==> config.mk <==
export PLATFORM = sky130hd
export DESIGN_NAME = ram_arbiter_2port
export DESIGN_NICKNAME = d
export VERILOG_FILES = /design/src/rtl/ram_arb_pkg.sv /design/src/rtl/rr_arbiter_2.sv /design/src/rtl/ram_arbiter_2port.sv
export SDC_FILE = /design/constraint.sdc
export NUM_CORES = 1
export LEC_CHECK = 0
export CAP_MARGIN = 25
export CORE_UTILIZATION = 44
export CTS_CLUSTER_DIAMETER = 50
export CTS_CLUSTER_SIZE = 20
export DETAILED_ROUTE_END_ITERATION = 8
export PLACE_DENSITY = 0.83
export SYNTH_ARGS = -nofsm -noshare
export SYNTH_HDL_FRONTEND = slang
export SYNTH_SLANG_ARGS = --single-unit
export TNS_END_PERCENT = 5
==> constraint.sdc <==
create_clock -name clock -period 4.4 [get_ports clock]
set_input_delay 0.44 -clock clock [delete_from_list [all_inputs] [get_ports clock]]
set_output_delay 0.44 -clock clock [all_outputs]
set_load 0.03 [all_outputs]
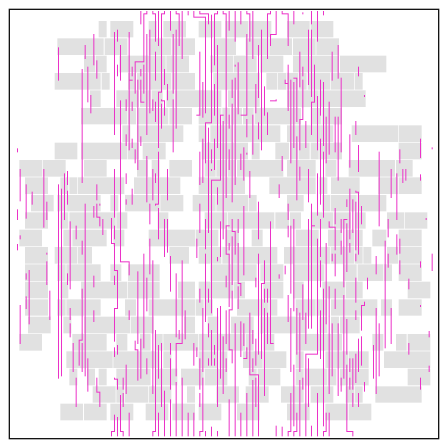
*Met2 routing, run 1*
share of all routed wire: 51%
main direction: vertical
wire length on this layer: 2320 um
nets with wire on the layer: 273
met2 usage: 0.3737
vias: 1675
WL final: 4.577 mm

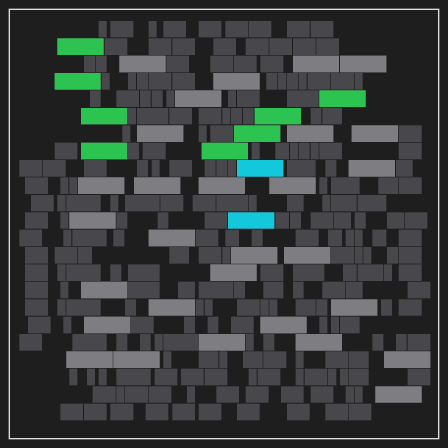
*Where the registers sit, run 1*
| netlist name | color | placed flops |
|---|---|---|
| cmd_q | cyan | 2 |
| rsp1_rdata | green | 8 |
fin util: 0.6565
Storage cell area: 780.7 um^2

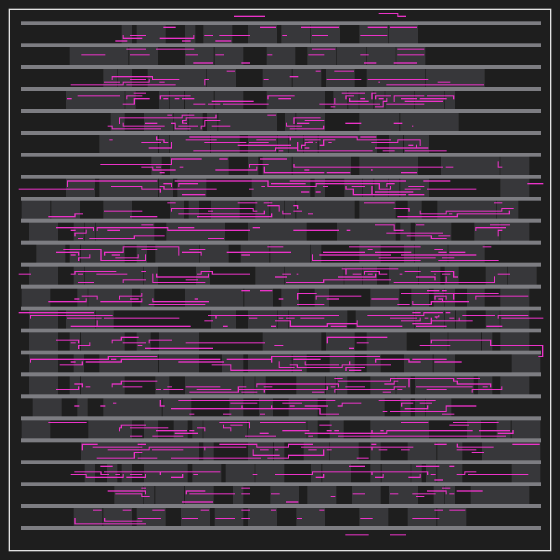
*The metal 1 layer, run 1*
Supply wires on this layer in gray.
main direction: horizontal
wire length on this layer: 1930 um
share of all routed wire: 42%
longest straight run: 20.7 um
nets with wire on the layer: 270
met1 global-route usage: 0.2355

==> out/qor.yml, run 1 <==
run_status:
  status: "completed"
placement:
  portBuffers: 83
cells_and_area:
  area_growth_pct: 42.65
  nNonClkBuffers: 86
  drive_above_1_share: 0.08456
worst_setup_path:
  arrival_ps: 2620
  r2r_cells: 6
  cp-end-kind: "output port"
  crit_cells: 6
yosys:
  ys_seq_share: 0.4211
  syn_area_per_cell_um2: 8.788
  synthFlopType: "dfxtp_1"
  yosys_area_um2: 1854
  edf_count: 0
  area_leaders: "dfxtp_1 42%, nand2_1 9.1%, a21oi_1 7.3%"
  common_cells: "45 x nand2_1, 39 x dfxtp_1, 27 x a21oi_1"
clock_tree:
  cts_resized: 0
  cts_setup_buffers: 0
  clock.latency.late_pin_ps: 290
  cts.path.max_buffers: 2
floorplan:
  taps: 50
  rows: 23
drt:
  dr_wl_met2_mm: 2.320
  wl_per_cell_um: 14.21
grt:
  first_global_vias: 1644
timing:
  period_used_share: 0.6951
### Routing congestion, run 1

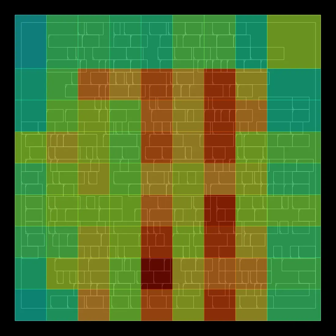

## Run 2: what changed since run 1
CORE_UTILIZATION = 41   (was 44)
PLACE_DENSITY = 0.78   (was 0.83)
clock period = 3 ns   (was 4.4 ns; I/O delays follow)
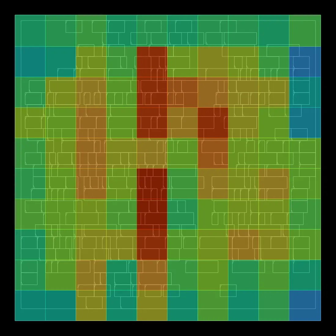
*Routing congestion, run 2*
fin util: 0.6161
met1 global-route usage: 0.2214
GRT Resource Usage Total: 0.1865

==> run 2 against run 1 <==
Sequential share of layout area shrank 0.41 points. Utilization down 4.0 points. Via count fell by 2.2%. Synthesized area stayed put. Register-to-register slack got worse by 1200 ps. Clock skew increased by 2.3 ps. Global-route usage decreased by 2.8 points. Clock-buffer cell count is the same. Non-clock buffer count did not move. Hold slack worse by 82 ps. Sequential cell count did not move. Setup slack lost 810 ps. Largest cell class is now combinational gates.
==> out/qor.yml, run 2 <==
timing:
  fmax_mhz: 405.8
  finalHoldViolations: 0
  period_used_share: 0.8214
floorplan:
  core_area_um2: 4354
  rows: 24  # +4.3%
  initial_utilization: 0.4259
  taps: 52  # +4.0%
grt:
  first_global_vias: 1617  # -1.6%
  use_met2: 0.3161  # -0.05766
  overflow: 0
placement:
  portBuffers: 83  # unchanged
run_status:
  status: "completed"
clock_tree:
  cts.path.max_buffers: 2  # unchanged
  cts_resized: 0  # unchanged
  clock.latency.late_pin_ps: 280  # about the same
  cts_setup_buffers: 0  # unchanged
yosys:
  synth_flops: 39
  ys_seq_share: 0.4211  # unchanged
  edf_count: 0  # unchanged
  yosys_area_um2: 1854  # unchanged
  common_cells: "45 x nand2_1, 39 x dfxtp_1, 27 x a21oi_1"
  synthFlopType: "dfxtp_1"
drt:
  routed_wl_mm: 4.319  # -5.6%
  dr_wl_met2_mm: 2.020  # -13%
  vias: 1638  # -2.2%
  wl_per_cell_um: 13.29  # -6.5%
hold_path:
  hold_path_class: "in2reg"
cells_and_area:
  seq_area_um2: 780.7  # unchanged
  nNonClkBuffers: 86  # unchanged
  area_growth_pct: 44.67
worst_setup_path:
  r2r_cells: 6  # unchanged
  arrival_ps: 2160  # -460 ps
  slowest_delay_ps: 560
  crit_cells: 7  # +1
power:
  p_leak_nw: 1.030
Power is estimated from default activity; no workload was simulated.
